<file path="src/rtl/text_pixel_renderer_if.sv">
`timescale 1ns/1ps
// Memory-side bus of the text renderer: text buffer read port and font ROM read port.
// Both memories return data one cycle after the address is presented.
interface text_pixel_renderer_if #(
  parameter int TEXT_ADDR_WIDTH = 12,
  parameter int FONT_ADDR_WIDTH = 11,
  parameter int FONT_DATA_WIDTH = 8
);
  logic [TEXT_ADDR_WIDTH-1:0] text_addr_o;
  logic [7:0]                 text_data_i;
  logic [FONT_ADDR_WIDTH-1:0] font_addr_o;
  logic [0:FONT_DATA_WIDTH-1] font_data_i;

  modport master (
    output text_addr_o,
    output font_addr_o,
    input  text_data_i,
    input  font_data_i
  );

  modport slave (
    input  text_addr_o,
    input  font_addr_o,
    output text_data_i,
    output font_data_i
  );
endinterface

</file>
<file path="src/rtl/text_pixel_renderer.sv">
`timescale 1ns/1ps
// Text-mode pixel pipeline: VGA counters -> text RAM -> font ROM -> one pixel per clock,
// with syncs/blank delayed to match and a blinking underline cursor overlaid.
module text_pixel_renderer #(
  parameter int COLS            = 80,
  parameter int ROWS            = 30,
  parameter int TEXT_ADDR_WIDTH = 12,
  parameter int FONT_ADDR_WIDTH = 11,
  parameter int FONT_DATA_WIDTH = 8,
  parameter int BLINK_LOG2      = 5
) (
  input  logic                         clk_i,
  input  logic                         rstn_i,
  input  logic [9:0]                   hcount_i,
  input  logic [9:0]                   vcount_i,
  input  logic                         active_i,
  input  logic                         hsync_i,
  input  logic                         vsync_i,
  text_pixel_renderer_if.master        mem,
  input  logic                         cursor_en_i,
  input  logic [6:0]                   cursor_col_i,
  input  logic [4:0]                   cursor_row_i,
  output logic                         pixel_o,
  output logic                         active_o,
  output logic                         hsync_o,
  output logic                         vsync_o
);

  localparam int              ADDR_CALC_W = 16;
  localparam logic [7:0]      LP_COLS     = 8'(COLS);
  localparam logic [5:0]      LP_ROWS     = 6'(ROWS);

  // Everything that must travel alongside the memory reads, one copy per stage.
  typedef struct packed {
    logic [6:0] col;
    logic [4:0] chr_row;
    logic [3:0] glyph_row;
    logic [2:0] px;
    logic       in_text;
    logic       active;
    logic       hsync;
    logic       vsync;
  } stage_t;

  localparam stage_t STAGE_RST = '{
    col:       7'd0,
    chr_row:   5'd0,
    glyph_row: 4'd0,
    px:        3'd0,
    in_text:   1'b0,
    active:    1'b0,
    hsync:     1'b1,
    vsync:     1'b1
  };

  logic [6:0]                  w_col;
  logic [4:0]                  w_chr_row;
  logic [ADDR_CALC_W-1:0]      w_addr_full;
  logic                        w_unused;
  stage_t                      w_s0;
  logic [0:FONT_DATA_WIDTH-1]  w_font_row;
  logic                        w_font_bit;
  logic                        w_vsync_fall;
  logic                        w_blink;
  logic                        w_cur;

  stage_t                      r_pipe [1:4];
  logic [TEXT_ADDR_WIDTH-1:0]  r_text_addr;
  logic [FONT_ADDR_WIDTH-1:0]  r_font_addr;
  logic                        r_inv_d3;
  logic                        r_cur_d3;
  logic                        r_inv_d4;
  logic                        r_cur_d4;
  logic                        r_pixel;
  logic                        r_active;
  logic                        r_hsync;
  logic                        r_vsync;
  logic                        r_vsync_q;
  logic [BLINK_LOG2:0]         r_frame_cnt;

  assign w_col     = hcount_i[9:3];
  assign w_chr_row = vcount_i[8:4];
  // Rows beyond 31 never reach the visible area, so the counter MSB plays no part.
  assign w_unused  = vcount_i[9];

  generate
    if (COLS == 80) begin : g_cols80
      assign w_addr_full = (ADDR_CALC_W'(w_chr_row) << 6)
                         + (ADDR_CALC_W'(w_chr_row) << 4)
                         + ADDR_CALC_W'(w_col);
    end else begin : g_cols_any
      assign w_addr_full = ADDR_CALC_W'(w_chr_row) * ADDR_CALC_W'(COLS)
                         + ADDR_CALC_W'(w_col);
    end
  endgenerate

  always_comb begin
    w_s0           = STAGE_RST;
    w_s0.col       = w_col;
    w_s0.chr_row   = w_chr_row;
    w_s0.glyph_row = vcount_i[3:0];
    w_s0.px        = hcount_i[2:0];
    w_s0.in_text   = active_i & ({1'b0, w_col} < LP_COLS) & ({1'b0, w_chr_row} < LP_ROWS);
    w_s0.active    = active_i;
    w_s0.hsync     = hsync_i;
    w_s0.vsync     = vsync_i;
  end

  // Frame counter for the cursor blink, advanced on each vsync falling edge.
  assign w_vsync_fall = r_vsync_q & ~vsync_i;
  assign w_blink      = r_frame_cnt[BLINK_LOG2];

  always_ff @(posedge clk_i or negedge rstn_i) begin
    if (!rstn_i) begin
      r_vsync_q   <= 1'b1;
      r_frame_cnt <= '0;
    end else begin
      // NOTE: sequential state uses non-blocking assignments so every register
      // samples the pre-edge value of its neighbours, independent of statement order.
      r_vsync_q <= vsync_i;
      if (w_vsync_fall) begin
        r_frame_cnt <= r_frame_cnt + 1'b1;
      end
    end
  end

  assign w_cur = cursor_en_i & w_blink
               & (r_pipe[2].col == cursor_col_i)
               & (r_pipe[2].chr_row == cursor_row_i)
               & (r_pipe[2].glyph_row >= 4'd14);

  always_ff @(posedge clk_i or negedge rstn_i) begin
    if (!rstn_i) begin
      // NOTE: the delay line is reset to the idle video state (blank, syncs
      // deasserted high) so nothing visible leaks out while the pipeline refills.
      for (int i = 1; i <= 4; i++) begin
        r_pipe[i] <= STAGE_RST;
      end
      r_text_addr <= '0;
      r_font_addr <= '0;
      r_inv_d3    <= 1'b0;
      r_cur_d3    <= 1'b0;
      r_inv_d4    <= 1'b0;
      r_cur_d4    <= 1'b0;
    end else begin
      r_pipe[1]   <= w_s0;
      for (int i = 2; i <= 4; i++) begin
        r_pipe[i] <= r_pipe[i-1];
      end
      r_text_addr <= w_addr_full[TEXT_ADDR_WIDTH-1:0];
      r_font_addr <= FONT_ADDR_WIDTH'({mem.text_data_i[6:0], r_pipe[2].glyph_row});
      r_inv_d3    <= mem.text_data_i[7];
      r_cur_d3    <= w_cur;
      r_inv_d4    <= r_inv_d3;
      r_cur_d4    <= r_cur_d3;
    end
  end

  // Bit 0 of the font row is the leftmost pixel, so px indexes the row directly.
  assign w_font_row = mem.font_data_i;
  assign w_font_bit = w_font_row[r_pipe[4].px];

  always_ff @(posedge clk_i or negedge rstn_i) begin
    if (!rstn_i) begin
      r_pixel  <= 1'b0;
      r_active <= 1'b0;
      r_hsync  <= 1'b1;
      r_vsync  <= 1'b1;
    end else begin
      r_pixel  <= r_pipe[4].in_text & ((w_font_bit ^ r_inv_d4) | r_cur_d4);
      r_active <= r_pipe[4].active;
      r_hsync  <= r_pipe[4].hsync;
      r_vsync  <= r_pipe[4].vsync;
    end
  end

  assign mem.text_addr_o = r_text_addr;
  assign mem.font_addr_o = r_font_addr;
  assign pixel_o         = r_pixel;
  assign active_o        = r_active;
  assign hsync_o         = r_hsync;
  assign vsync_o         = r_vsync;

endmodule
</file>
<file path="src/flat_wrapper.sv">
// flat-port wrapper written by rule: the top's interface ports become plain ports
module text_pixel_renderer_flat 
#(
  parameter int COLS            = 80,
  parameter int ROWS            = 30,
  parameter int TEXT_ADDR_WIDTH = 12,
  parameter int FONT_ADDR_WIDTH = 11,
  parameter int FONT_DATA_WIDTH = 8,
  parameter int BLINK_LOG2      = 5
)
  (clk_i, rstn_i, hcount_i, vcount_i, active_i, hsync_i, vsync_i, cursor_en_i, cursor_col_i, cursor_row_i, pixel_o, active_o, hsync_o, vsync_o, mem_text_addr_o, mem_font_addr_o, mem_text_data_i, mem_font_data_i);
  text_pixel_renderer_if #(.TEXT_ADDR_WIDTH(TEXT_ADDR_WIDTH), .FONT_ADDR_WIDTH(FONT_ADDR_WIDTH), .FONT_DATA_WIDTH(FONT_DATA_WIDTH)) mem_i ();
  input  logic clk_i;
  input  logic rstn_i;
  input  logic [9:0] hcount_i;
  input  logic [9:0] vcount_i;
  input  logic active_i;
  input  logic hsync_i;
  input  logic vsync_i;
  input  logic cursor_en_i;
  input  logic [6:0] cursor_col_i;
  input  logic [4:0] cursor_row_i;
  output logic pixel_o;
  output logic active_o;
  output logic hsync_o;
  output logic vsync_o;
  output wire logic [$bits(mem_i.text_addr_o)-1:0] mem_text_addr_o;
  output wire logic [$bits(mem_i.font_addr_o)-1:0] mem_font_addr_o;
  input wire logic [$bits(mem_i.text_data_i)-1:0] mem_text_data_i;
  input wire logic [$bits(mem_i.font_data_i)-1:0] mem_font_data_i;
  assign mem_text_addr_o = mem_i.text_addr_o;
  assign mem_font_addr_o = mem_i.font_addr_o;
  assign mem_i.text_data_i = mem_text_data_i;
  assign mem_i.font_data_i = mem_font_data_i;
  text_pixel_renderer #(.COLS(COLS), .ROWS(ROWS), .TEXT_ADDR_WIDTH(TEXT_ADDR_WIDTH), .FONT_ADDR_WIDTH(FONT_ADDR_WIDTH), .FONT_DATA_WIDTH(FONT_DATA_WIDTH), .BLINK_LOG2(BLINK_LOG2)) u_core (.clk_i(clk_i), .rstn_i(rstn_i), .hcount_i(hcount_i), .vcount_i(vcount_i), .active_i(active_i), .hsync_i(hsync_i), .vsync_i(vsync_i), .mem(mem_i), .cursor_en_i(cursor_en_i), .cursor_col_i(cursor_col_i), .cursor_row_i(cursor_row_i), .pixel_o(pixel_o), .active_o(active_o), .hsync_o(hsync_o), .vsync_o(vsync_o));
endmodule
</file>
<file path="config.mk">
export PLATFORM = sky130hd
export DESIGN_NAME = text_pixel_renderer_flat
export DESIGN_NICKNAME = d
export VERILOG_FILES = /design/src/rtl/text_pixel_renderer_if.sv /design/src/rtl/text_pixel_renderer.sv /design/src/flat_wrapper.sv
export SDC_FILE = /design/constraint.sdc
export NUM_CORES = 1
export LEC_CHECK = 0
export CAP_MARGIN = 5
export CORE_UTILIZATION = 30
export CTS_CLUSTER_DIAMETER = 60
export DETAILED_ROUTE_END_ITERATION = 10
export GPL_TIMING_DRIVEN = 0
export PLACE_DENSITY = 0.54
export SLEW_MARGIN = 0
export SYNTH_ARGS = -nofsm -noshare
export SYNTH_HDL_FRONTEND = slang
export SYNTH_SLANG_ARGS = --single-unit
export TNS_END_PERCENT = 30
</file>
<file path="constraint.sdc">
create_clock -name clk_i -period 1.4 [get_ports clk_i]
set_input_delay 0.21 -clock clk_i [delete_from_list [all_inputs] [get_ports clk_i]]
set_output_delay 0.21 -clock clk_i [all_outputs]
set_load 0.02 [all_outputs]
</file>
Figure 1. Clock wires, drivers and flops.
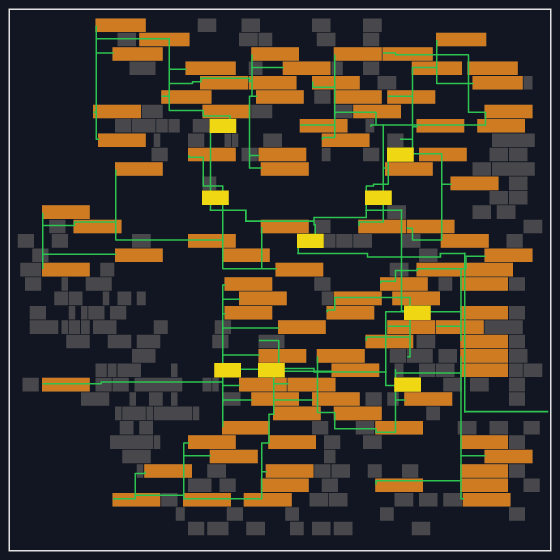
[yellow] clock-net drivers | count: 9
[green] clock wires | length: 1,080 microns
[orange] flip-flops | count: 93
routed clock nets: 10
flops lie: widely spread
fraction of power consumed by the clock network: 30.0%
Worst-Skew Late Latency: 0.34 ns

Figure 2. Placement by cell class.
The bar under the picture is 20 microns long. Fill, decap, tap and diode cells in gray.
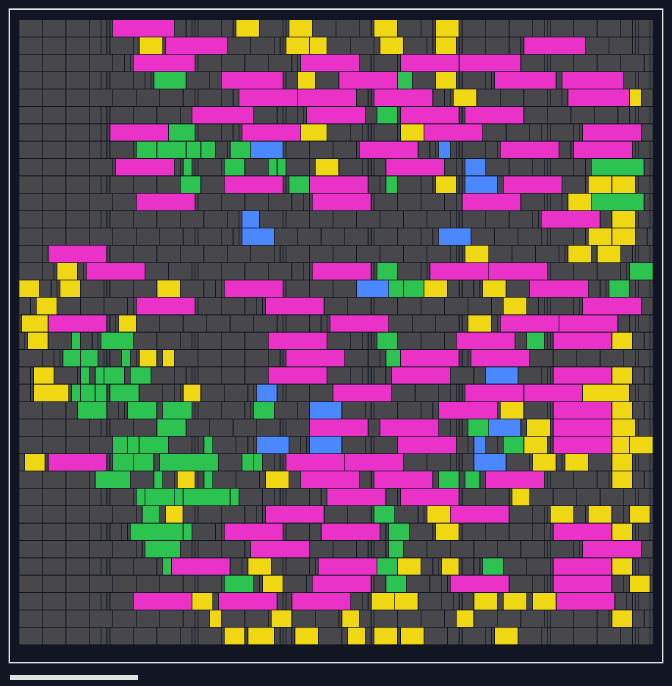
| color | class | cells |
|---|---|---|
| yellow | remaining buffers and delay cells | 92 |
| blue | clock drivers and dummy loads | 16 |
| green | remaining logic cells | 77 |
| magenta | registers | 93 |
total core area: 9730 sq um
Final Cell Area: 4230 sq um
Util after Layout: 43.5%

Figure 3. Power grid.
Pins as bars on the die edge. Tap cells in gray.
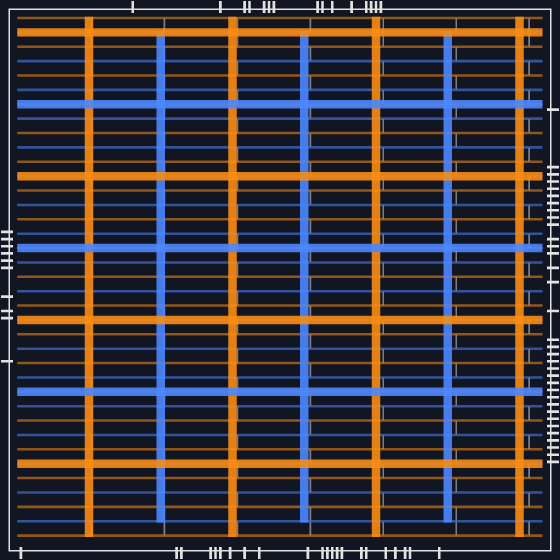
| color | net |
|---|---|
| blue | VDD |
| orange | VSS |
signal pins: 81
rows: 36
met1 rails: 37
die y size: 102 microns
Peak supply drop: 0.537 mV

==> out/qor.log <==
qor: run_status.outcome finished with violations
qor: run_status.violations negative setup slack
qor: drt.postRouteAntennaNets 0
qor: final_timing.fin_ws -0.344 ns
qor: cells_and_area.final.fill_count 936
qor: logic_synthesis.synth.top_cells.by_area sky130_fd_sc_hd__dfrtp_1 69%, sky130_fd_sc_hd__dfstp_2 8.7%, sky130_fd_sc_hd__xnor2_1 5.2%
qor: final_timing.setup_total_negative_slack -1.09 ns
qor: setup_path.startpoint_to_endpoint_class_of_the_critical_path input port to flip-flop
qor: cells_and_area.syn2layout_area_growth 40.6%
qor: power.p_comb 0.773 mW
qor: drt.drt_first_pass_iters 2
qor: cts.post_cts_resized 73
qor: final_timing.fin_worst_skew 0.00850 ns
qor: final_timing.final_hold_fails 0
qor: floorplanning.top_level_ports 81
qor: logic_synthesis.syn_avg_cell_area 17.3 sq um
qor: final_timing.timing.final.crit_period 1.74 ns
qor: setup_path.worst-endpoint-required 1.65 ns
qor: cells_and_area.most-common-layout-cells 83 x sky130_fd_sc_hd__dfrtp_1, 43 x sky130_fd_sc_hd__clkdlybuf4s50_1, 24 x sky130_fd_sc_hd__dlygate4sd2_1, 18 x sky130_fd_sc_hd__xnor2_1, 13 x sky130_fd_sc_hd__buf_4
qor: final_timing.period_used_share 125%
qor: run.cap_viol_max_count 0
qor: cells_and_area.layout_top_cell_excl_fill_tap sky130_fd_sc_hd__dfrtp_1
qor: drt.iter_0_drt_violations 39
qor: hold_path.min_delay_path_depth 1
qor: hold_path.hold_path.class input port to flip-flop
qor: cts.cts_hold_buffers 3
qor: setup_path.timing.critical_path.to_type flip-flop
qor: cts.cts_htree_levels 3
qor: cts.clk_pin_slew_worst_paths 0.09 ns
qor: power.power.group.top registers
qor: cells_and_area.total_number_of_nets_in_the_final_design 339
qor: global_routing.first_global_vias 1,677
qor: logic_synthesis.synth.cell_area 3010 sq um
qor: setup_path.r2r.worst_path.cells 4
qor: logic_synthesis.numSynthFlops 93
qor: logic_synthesis.mappedNetlistNets 240
qor: final_timing.setup_viol_count_final 5
qor: logic_synthesis.syn-instance-count 174
Figure 4. Cell outlines without signal wires.
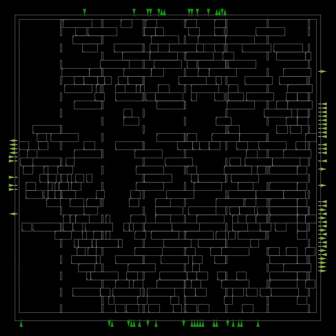
total number of tap cells: 133
Final Non-Filler Cells: 411
Std-Cell Rows: 36
number of flip-flops and latches: 93
register share of the cell area: 55.3%

Figure 5. Metal 2.
The bar under the picture is 20 microns long.
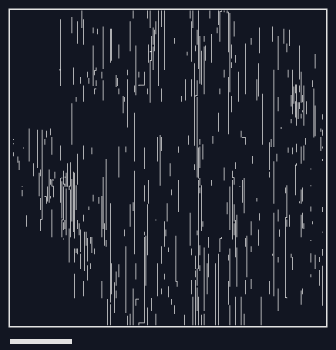
nets with wire on the layer: 284
wire length on this layer: 2,440 microns
share of all routed wire: 47%
longest straight run: 32.0 microns
main direction: vertical
wire length reported by the detailed router: 5.17 mm
met2 demand-to-capacity share in global routing: 16.0%
number of vias after detailed routing: 1,622

-- synthesized netlist by cell type (all sizes together) --
library cell,n
dfrtp,83
mux2,1
o2111ai,2
a41oi,1
xor2,2
dfstp,10
a21oi,1
and3,1
nor3,1
nor2b,2
nand3,1
inv,12
a21boi,1
nand2,3
nor4,1
buf,4
o21ai,2
xnor2,18
a21o,1
nor3b,1
ha,10
nand4,5
a31oi,1
fa,2
mux2i,1
mux4,2
o21a,2
or4b,1
nor2,2
-- cells by family (layout without fill, tap and decap cells) --
kind of cell    Yosys count  count (layout)  synth area share, %
mux                       4               4                 2.45
buf+inv                  16             120                 2.49
fa+ha+maj                12              12                 5.49
simple gates             18              18                 3.41
xor+xnor                 20              20                 5.82
flops                    93              93                 77.8
compound gates           11              11                 2.58
-- flip-flops by register name (all words and copies together), names as in the netlist --
signal and cells:
u_core.r_cur_d4 1, u_core.active_o 1, u_core.r_frame_cnt 6, u_core.r_pipe 59, u_core.r_inv_d3 1, u_core.r_inv_d4 1, u_core.vsync_o 1, u_core.r_cur_d3 1
u_core.r_vsync_q 1, u_core.pixel_o 1, u_core.mem.text_addr_o 8, u_core.mem.font_addr_o 11, u_core.hsync_o 1
-- area by class of cell --
type                            instances  area [sq um]  area share [%]
Sequential cell                        93          2340            55.3
Timing Repair Buffer                   88           832            19.7
Multi-Input combinational cell         65           631            14.9
Tap cell                              133           166            3.93
Clock buffer                           11           151            3.58
Inverter                               12          45.0            1.06
Clock inverter                          5          35.0           0.828
Buffer                                  4          30.0           0.710
-- routing by layer --
layer | wire length, microns | share of wire, %
met5 | 0 | 0
met2 | 2440 | 47
met1 | 2280 | 44
met4 | 76 | 1.5
met3 | 367 | 7.1
Power is estimated from default activity; no workload was simulated.
